[config.mk]
export PLATFORM = sky130hd
export DESIGN_NAME = pico_mem_wb_master_flat
export DESIGN_NICKNAME = d
export VERILOG_FILES = /design/src/rtl/pico_mem_wb_master_if.sv /design/src/rtl/pico_mem_wb_master.sv /design/src/flat_wrapper.sv
export SDC_FILE = /design/constraint.sdc
export NUM_CORES = 1
export LEC_CHECK = 0
export CAP_MARGIN = 20
export CORE_ASPECT_RATIO = 1.4
export CORE_UTILIZATION = 30
export CTS_BUF_LIST = sky130_fd_sc_hd__clkbuf_4
export CTS_CLUSTER_SIZE = 40
export DETAILED_ROUTE_END_ITERATION = 10
export PLACE_DENSITY = 0.62
export SLEW_MARGIN = 20
export SYNTH_ARGS = -nofsm -noshare
export SYNTH_HDL_FRONTEND = slang
export SYNTH_SLANG_ARGS = --single-unit
[constraint.sdc]
create_clock -name wb_clk_i -period 2.8 [get_ports wb_clk_i]
set_input_delay 0.28 -clock wb_clk_i [delete_from_list [all_inputs] [get_ports wb_clk_i]]
set_output_delay 0.28 -clock wb_clk_i [all_outputs]
set_load 0.005 [all_outputs]
[src/rtl/pico_mem_wb_master_if.sv]
// Wishbone classic bus bundle between pico_mem_wb_master (master modport)
// and the addressed slave (slave modport).
interface pico_mem_wb_master_if;
  logic        wbm_cyc_o;
  logic        wbm_stb_o;
  logic        wbm_we_o;
  logic [3:0]  wbm_sel_o;
  logic [31:0] wbm_adr_o;
  logic [31:0] wbm_dat_o;
  logic [31:0] wbm_dat_i;
  logic        wbm_ack_i;
  logic        wbm_err_i;

  modport master (
    output wbm_cyc_o, wbm_stb_o, wbm_we_o, wbm_sel_o, wbm_adr_o, wbm_dat_o,
    input  wbm_dat_i, wbm_ack_i, wbm_err_i
  );

  modport slave (
    input  wbm_cyc_o, wbm_stb_o, wbm_we_o, wbm_sel_o, wbm_adr_o, wbm_dat_o,
    output wbm_dat_i, wbm_ack_i, wbm_err_i
  );
endinterface

[src/rtl/pico_mem_wb_master.sv]
// PicoRV32 native memory port to Wishbone classic master, one transfer in flight.
// Optional bus timeout is compiled in when WB_TIMEOUT_EN is defined.
module pico_mem_wb_master #(
  parameter int          TIMEOUT_CYCLES = 255,
  parameter int          TIMEOUT_W      = 8,
  parameter logic [31:0] ERR_RDATA      = 32'hFFFF_FFFF
) (
  input  logic                 wb_clk_i,
  input  logic                 wb_rst_i,
  input  logic                 mem_valid,
  input  logic [31:0]          mem_addr,
  input  logic [31:0]          mem_wdata,
  input  logic [3:0]           mem_wstrb,
  output logic                 mem_ready,
  output logic [31:0]          mem_rdata,
  output logic                 bus_err_o,
  input  logic                 bus_err_clr,
  pico_mem_wb_master_if.master wbm
);

  typedef enum logic [1:0] {S_IDLE, S_BUS, S_RESP} state_e;

  state_e      state_q, state_d;
  logic        cyc_q, cyc_d;
  logic        we_q, we_d;
  logic [3:0]  sel_q, sel_d;
  logic [31:0] adr_q, adr_d;
  logic [31:0] dat_q, dat_d;
  logic [31:0] rdata_q, rdata_d;
  logic        ready_q, ready_d;
  logic        err_q, err_d;
  logic        timeout_hit;

  // Byte lanes within the word are carried by sel, so the low address bits are dropped.
  logic unused_addr_lsb;
  assign unused_addr_lsb = ^mem_addr[1:0];

  if (TIMEOUT_CYCLES < 1 || (TIMEOUT_W < 31 && (1 << TIMEOUT_W) <= TIMEOUT_CYCLES)) begin : g_bad_cfg
    $error("pico_mem_wb_master: TIMEOUT_CYCLES must be >=1 and fit in TIMEOUT_W bits");
  end

`ifdef WB_TIMEOUT_EN
  logic [TIMEOUT_W-1:0] cnt_q, cnt_d;

  assign timeout_hit = (cnt_q == TIMEOUT_W'(TIMEOUT_CYCLES));

  // Held at zero while idle so every BUS phase starts counting from 0.
  always_comb begin
    cnt_d = cnt_q;
    if (state_q == S_IDLE) begin
      cnt_d = '0;
    end else if (state_q == S_BUS && !wbm.wbm_ack_i && !wbm.wbm_err_i) begin
      cnt_d = cnt_q + TIMEOUT_W'(1);
    end
  end

  always_ff @(posedge wb_clk_i) begin
    if (wb_rst_i) cnt_q <= '0;
    else          cnt_q <= cnt_d;
  end
`else
  assign timeout_hit = 1'b0;
`endif

  always_comb begin
    // NOTE: every _d starts from its _q (or idle value), so no branch can infer a latch.
    state_d = state_q;
    cyc_d   = cyc_q;
    we_d    = we_q;
    sel_d   = sel_q;
    adr_d   = adr_q;
    dat_d   = dat_q;
    rdata_d = rdata_q;
    ready_d = 1'b0;
    err_d   = bus_err_clr ? 1'b0 : err_q;  // a set in S_BUS below overrides the clear

    unique case (state_q)
      S_IDLE: begin
        if (mem_valid) begin
          state_d = S_BUS;
          cyc_d   = 1'b1;
          we_d    = |mem_wstrb;
          sel_d   = (|mem_wstrb) ? mem_wstrb : 4'hF;
          adr_d   = {mem_addr[31:2], 2'b00};
          dat_d   = mem_wdata;
        end
      end
      S_BUS: begin
        if (wbm.wbm_ack_i || wbm.wbm_err_i || timeout_hit) begin
          state_d = S_RESP;
          cyc_d   = 1'b0;
          we_d    = 1'b0;
          ready_d = 1'b1;
          // Error beats a simultaneous ack; a timeout only aborts when no ack arrived.
          if (wbm.wbm_err_i || !wbm.wbm_ack_i) begin
            rdata_d = ERR_RDATA;
            err_d   = 1'b1;
          end else begin
            rdata_d = we_q ? 32'h0 : wbm.wbm_dat_i;
          end
        end
      end
      S_RESP:  state_d = S_IDLE;
      default: state_d = S_IDLE;
    endcase
  end

  always_ff @(posedge wb_clk_i) begin
    // NOTE: state registers use non-blocking assignments so all flops update together.
    if (wb_rst_i) begin
      state_q <= S_IDLE;
      cyc_q   <= 1'b0;
      we_q    <= 1'b0;
      sel_q   <= 4'h0;
      adr_q   <= 32'h0;
      dat_q   <= 32'h0;
      rdata_q <= 32'h0;
      ready_q <= 1'b0;
      err_q   <= 1'b0;
    end else begin
      state_q <= state_d;
      cyc_q   <= cyc_d;
      we_q    <= we_d;
      sel_q   <= sel_d;
      adr_q   <= adr_d;
      dat_q   <= dat_d;
      rdata_q <= rdata_d;
      ready_q <= ready_d;
      err_q   <= err_d;
    end
  end

  assign wbm.wbm_cyc_o = cyc_q;
  assign wbm.wbm_stb_o = cyc_q;
  assign wbm.wbm_we_o  = we_q;
  assign wbm.wbm_sel_o = sel_q;
  assign wbm.wbm_adr_o = adr_q;
  assign wbm.wbm_dat_o = dat_q;
  assign mem_ready     = ready_q;
  assign mem_rdata     = rdata_q;
  assign bus_err_o     = err_q;

endmodule

[src/flat_wrapper.sv]
// flat-port wrapper written by rule: the top's interface ports become plain ports
module pico_mem_wb_master_flat 
#(
  parameter int          TIMEOUT_CYCLES = 255,
  parameter int          TIMEOUT_W      = 8,
  parameter logic [31:0] ERR_RDATA      = 32'hFFFF_FFFF
)
  (wb_clk_i, wb_rst_i, mem_valid, mem_addr, mem_wdata, mem_wstrb, mem_ready, mem_rdata, bus_err_o, bus_err_clr, wbm_wbm_cyc_o, wbm_wbm_stb_o, wbm_wbm_we_o, wbm_wbm_sel_o, wbm_wbm_adr_o, wbm_wbm_dat_o, wbm_wbm_dat_i, wbm_wbm_ack_i, wbm_wbm_err_i);
  pico_mem_wb_master_if wbm_i ();
  input  logic wb_clk_i;
  input  logic wb_rst_i;
  input  logic mem_valid;
  input  logic [31:0] mem_addr;
  input  logic [31:0] mem_wdata;
  input  logic [3:0] mem_wstrb;
  output logic mem_ready;
  output logic [31:0] mem_rdata;
  output logic bus_err_o;
  input  logic bus_err_clr;
  output wire logic [$bits(wbm_i.wbm_cyc_o)-1:0] wbm_wbm_cyc_o;
  output wire logic [$bits(wbm_i.wbm_stb_o)-1:0] wbm_wbm_stb_o;
  output wire logic [$bits(wbm_i.wbm_we_o)-1:0] wbm_wbm_we_o;
  output wire logic [$bits(wbm_i.wbm_sel_o)-1:0] wbm_wbm_sel_o;
  output wire logic [$bits(wbm_i.wbm_adr_o)-1:0] wbm_wbm_adr_o;
  output wire logic [$bits(wbm_i.wbm_dat_o)-1:0] wbm_wbm_dat_o;
  input wire logic [$bits(wbm_i.wbm_dat_i)-1:0] wbm_wbm_dat_i;
  input wire logic [$bits(wbm_i.wbm_ack_i)-1:0] wbm_wbm_ack_i;
  input wire logic [$bits(wbm_i.wbm_err_i)-1:0] wbm_wbm_err_i;
  assign wbm_wbm_cyc_o = wbm_i.wbm_cyc_o;
  assign wbm_wbm_stb_o = wbm_i.wbm_stb_o;
  assign wbm_wbm_we_o = wbm_i.wbm_we_o;
  assign wbm_wbm_sel_o = wbm_i.wbm_sel_o;
  assign wbm_wbm_adr_o = wbm_i.wbm_adr_o;
  assign wbm_wbm_dat_o = wbm_i.wbm_dat_o;
  assign wbm_i.wbm_dat_i = wbm_wbm_dat_i;
  assign wbm_i.wbm_ack_i = wbm_wbm_ack_i;
  assign wbm_i.wbm_err_i = wbm_wbm_err_i;
  pico_mem_wb_master #(.TIMEOUT_CYCLES(TIMEOUT_CYCLES), .TIMEOUT_W(TIMEOUT_W), .ERR_RDATA(ERR_RDATA)) u_core (.wb_clk_i(wb_clk_i), .wb_rst_i(wb_rst_i), .mem_valid(mem_valid), .mem_addr(mem_addr), .mem_wdata(mem_wdata), .mem_wstrb(mem_wstrb), .mem_ready(mem_ready), .mem_rdata(mem_rdata), .bus_err_o(bus_err_o), .bus_err_clr(bus_err_clr), .wbm(wbm_i));
endmodule
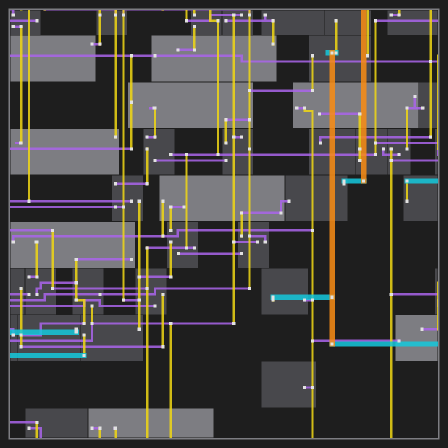
Fig. 1. Layout detail (run 1).
Region (12, 88) to (37, 113) microns. Cells in grey, sequential cells in the stronger grey; small squares are vias.
| colour | layer |
|---|---|
| cyan | metal 3 |
| orange | metal 4 |
| purple | metal 1 |
| yellow | metal 2 |
netlist names of flops here include: `u_core.mem_rdata` (7), `u_core.wbm.wbm_adr_o` (1)
sequential cells in the window: 8
most frequent: a21oi_1 (8), clkdlybuf4s50_1 (8), dfxtp_1 (8)
cells with their middle in the window: 34

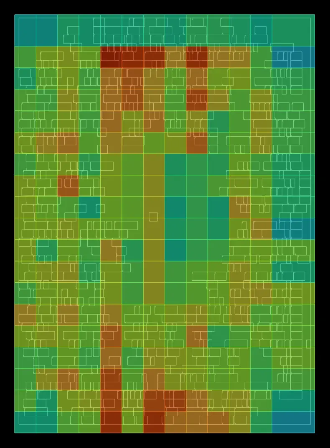
Fig. 2. Routing congestion (run 1).
utilization of the core after routing: 48.7%
gr usage total: 16.9%
routing layer with the top usage in global route: met2
average routed wire per standard cell: 13.9 microns

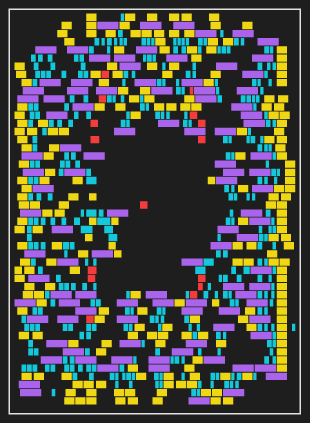
Fig. 3. Cells coloured by class (run 1).
Scale: 3 px per micron.
| colour | class | cells |
|---|---|---|
| cyan | combinational and other logic | 317 |
| purple | flops | 104 |
| yellow | other buffers and delay cells | 214 |
| red | clock drivers and dummy loads | 15 |
floorplan row count: 48
proportion of cell area occupied by registers: 34.9%
core region area: 12300 sq um
post-route standard cell area excluding fillers: 5960 sq um

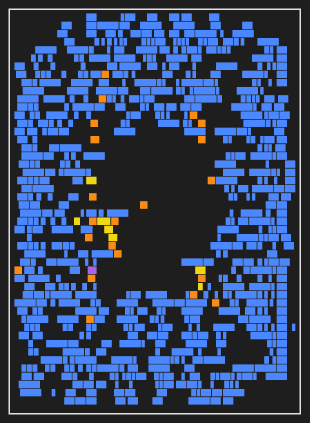
Fig. 4. Drive-strength map (run 1).
Scale: 3 px per micron.
| colour | size | cells | share |
|---|---|---|---|
| blue | _0 and _1 cells | 621 | 96% |
| orange | _3 and _4 cells | 21 | 3.2% |
| purple | _6 and larger | 1 | 0.15% |
| yellow | _2 cells | 7 | 1.1% |
area added between synthesis and finish: 58.8%
minimum setup slack in the final design: 1.13 ns
buffer count excluding the clock tree in the final layout: 214

==> run notes, run 1 <==
Synthesis and PnR results.

- The run finished with clean final reports.
- The number of max-slew violations in the final report reads 0.
- The clock transition time at the flip-flop clock pins of the worst setup and hold paths is 0.15 ns.
- Broken down by cell family, the worst path's largest delay share belongs to buffers and inverters.
- The number of instances in the synthesized netlist is 464.
- The end-of-flow timing check tallies setup violations at 0.
- The number of search-and-repair iterations in the first detailed-routing pass is 4.
- The dominant logic cell type in the layout is sky130_fd_sc_hd__clkdlybuf4s50_1.
- For reference, the final report shows the hold violation count at 0.
- The clock network power is 671 uW.
- The startpoint identified for the worst hold timing path is wb_rst_i.
- After synthesis the cells add up to 3750 sq um.
- Listed in order, past its start point the critical path passes clkdlybuf4s50_1.
- The mean instance size in the synthesized netlist reads between 8 and 9 sq um.
- The post-route total power is around 2900 uW.
- The later-pin clock latency in the skew report is roughly 0.43 ns.
- Buffers placed on the I/O ports in this run total between 200 and 250.
- The global routing met1 resource utilization is a little under a fifth.
- The violation count after the first detailed-route iteration reads around 97.
- Using the TritonRoute via totals, the vias-per-cell ratio works out to between 4 and 5.
- The area fraction of the largest cell type after synthesis is 55.5%.
- Cell internal power was estimated by the tool at between 2000 and 2500 uW.
- The die boundary width is 96.5 microns.
- Non-clock inverters in the final layout number 2.
- In this design, the stage delay of the slowest critical-path cell is 0.55 ns.
- The post-synthesis register bit count reads 104.
- The kind of capture point of the worst setup path is a primary output.
- The sequential share of the synthesized area reads around 55%.
- The most common logic cells in the final layout are sky130_fd_sc_hd__clkdlybuf4s50_1, sky130_fd_sc_hd__a21oi_1, sky130_fd_sc_hd__nand2_1.
- The critical path endpoint has a required time of between 2 and 3 ns.
- By area the synthesized netlist is led by sky130_fd_sc_hd__dfxtp_1, sky130_fd_sc_hd__a21oi_1, sky130_fd_sc_hd__nand2_1.
- Yosys reports a chip area of 3750 sq um.
- In this run, synthesis inferred 0 flip-flops with an integrated enable.
- The proportion of power drawn by flip-flops and latches reads between 50% and 60%.
- Per the layout report, the design carries 1231 filler cells.
- The combinational-cell power consumption reads slightly above 600 uW.
- The count of different cell masters after synthesis is 22.
- The H-tree level count reads 3.
- STA classifies the critical path startpoint as a register.
- The total grt overflow is 0.
- The design has 104 sequential cells.
- After layout, the worst path uses 59.6% of the clock period.
- The critical-path cell with the highest stage delay is sky130_fd_sc_hd__clkdlybuf4s50_1.
- The final wirelength reads 11200 microns.
- The non-filler instance count after layout reads 801.
- The detailed-routed wire length on met3 reads 841 microns.
- The sequential cell area reads 2080 sq um.
- The vertical die dimension is 134 microns.
- The flip-flop cell with the highest count after synthesis reads sky130_fd_sc_hd__dfxtp_1.
- Setup repair after global routing left no endpoint under its margin.
- The end of the worst hold path reads u_core.bus_err_o.
- The post-CTS resize count is 0.
- The launch instance of the worst register-to-register path reads u_core.wbm.wbm_we_o.
- Looking at the critical path, the highest net fanout was 3.
- The critical path starts at u_core.wbm.wbm_we_o.
- The switching power total reads approximately 790 uW.
- For met2 alone, demand over resource in global routing was between 20 and 30%.
- The clock period could shrink to 1.67 ns.
- The core utilization before placement is 30.6%.
- Looking at the max-slew report, the worst-margin pin has a slew of between 1 and 1.5 ns.
## Run 2: what changed since run 1
Clock period 2.8 ns to 1.6 ns, I/O delays scaled along.
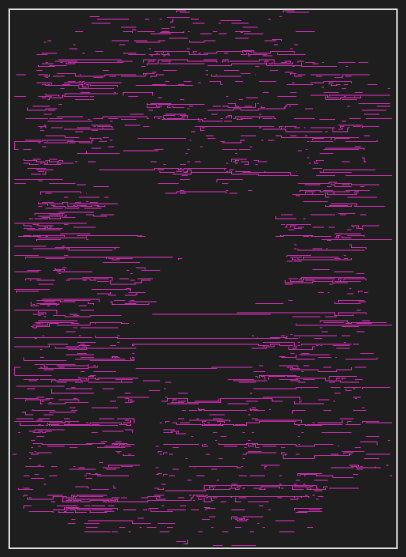
Fig. 5. Metal 1 (run 2).
Scale: 4 px per micron.
wire length on this layer: 4670 microns
share of all routed wire: 41%
longest straight run: 40.5 microns
number of vias in the routed layout: 3781
global routing usage on met1: 20.2%
wire length after detailed routing: 11500 microns

==> run notes, run 2 <==
Synthesis and PnR results.

- The count of different cell masters after synthesis is 22 (unchanged).
- STA classifies the critical path endpoint as a primary output.
- The most congested layer reported by global routing is met2.
- The I/O pin total reads 211.
- The die boundary width reads 96.5 microns (unchanged).
- The dominant logic cell type in the layout is sky130_fd_sc_hd__clkdlybuf4s50_1.
- The internal power is 4100 uW (+91%).
- The required time at the worst-slack endpoint was 1.44 ns (-1.08 ns).
- The count of input and output buffers is 206 (unchanged).
- The clock transition time at the flip-flop clock pins of the worst setup and hold paths is 0.16 ns (about the same).
- The H-tree level count reads 3 (unchanged).
- The number of cells in the yosys synthesis report reads 464.
- For reference, the critical path cell chain is clkdlybuf4s50_1.
- The post-layout minimum cycle time is 1.50 ns.
- The detailed-route vias per instance reads 4.67 (-1.3%).
- The number of sequential storage elements is 104 (unchanged).
- The mean instance size in the synthesized netlist reads 8.09 sq um (unchanged).
- The worst-path maximum fanout is 2 (-1).
- The post-synthesis register bit count is 104 (unchanged).
- The final cell area excluding filler cells reads 6150 sq um (+3.1%).
- The sequential share of the synthesized area reads 55.5% (unchanged).
- The number of max-slew violations in the final report is 0 (unchanged).
- The main power-consuming group reads sequential cells.
- Post-route period utilization is reported as around 94%.
- The chip area line of the yosys report is 3750 sq um (unchanged).
- The final standard cell utilization of the core reads 50.2% (+1.5 points).
- The top cell type's share of synthesized area reads 55.5% (unchanged).
- The clock network power was 1490 uW (+120%).
- The kind of cell with the highest combined delay on the critical path reads buffers and inverters.
- The detailed-routed wire length on met3 is 809 microns (-3.8%).
- Sorting the synthesized cells by area gives the leading types as sky130_fd_sc_hd__dfxtp_1, sky130_fd_sc_hd__a21oi_1, sky130_fd_sc_hd__nand2_1.
- The number of buffers other than clock buffers in the final layout is 222 (+3.7%).
- The fraction of standard cell area that is sequential is 33.9% (-1.0 points).
- The inverter count of the layout excluding clock inverters reads 2 (unchanged).
- After detailed placement, the design holds a cell count of 793.
- The placeable core region is 12300 sq um (unchanged).
- The launching element of the worst setup path reads u_core.mem_rdata[5].
- The average wire length per cell after detail routing was 14.2 microns (+2.1%).
- STA lists the startpoint of the worst register-to-register path as u_core.state_q[1].
- The non-filler instance count after layout is 809 (+1.0%).
- The number of enable-type register cells in the synthesized netlist is 0 (unchanged).
- The core utilization before placement reads 30.6% (unchanged).
- The number of instances in the synthesized netlist reads 464 (unchanged).
- The signed area change from the synthesized netlist to the final layout is 63.7%.
- The element type at the critical path start is a register.
- The library cells used most frequently in the layout, excluding fill and tap cells, are sky130_fd_sc_hd__clkdlybuf4s50_1, sky130_fd_sc_hd__a21oi_1, sky130_fd_sc_hd__nand2_1.
- The number of core rows is 48 (unchanged).
- The post-CTS resize count reads 1 (+1).
- The number of search-and-repair iterations in the first detailed-routing pass reads 4 (unchanged).
- The least setup slack across all paths after layout is 0.0973 ns (-1.04 ns).
- The flow ran to the end, and the final reports show no timing, DRC or antenna violations.
- The startpoint of the worst hold path is wb_rst_i.
- The longest individual stage delay on the worst path reads 0.54 ns (about the same).
- Setup repair after global routing left no endpoint under its margin.
- The count of fill cells added during filler insertion is 1197 (-2.8%).
- The sequential cell area was 2080 sq um (+0.12%).
- The total routing usage reported by global routing is 17.5% (+0.64 points).
- The number of hold violations in the final report reads 0 (unchanged).
- The later-pin clock latency in the skew report came to 0.44 ns (about the same).
- The vertical die dimension is 134 microns (unchanged).
- The global routing usage on met2 reads 30.7% (+0.74 points).
- The highest clock frequency the design can meet reads 0.665 GHz.
- The combinational-cell power consumption was 1140 uW (+83%).
- The post-synth design cell area reads 3750 sq um (unchanged).
- In this run the top signal layer used is met4.
- The violation count after the first detailed-route iteration reads 96 (-1.0%).
No activity file was given, so power comes from the tool's default toggle rates.
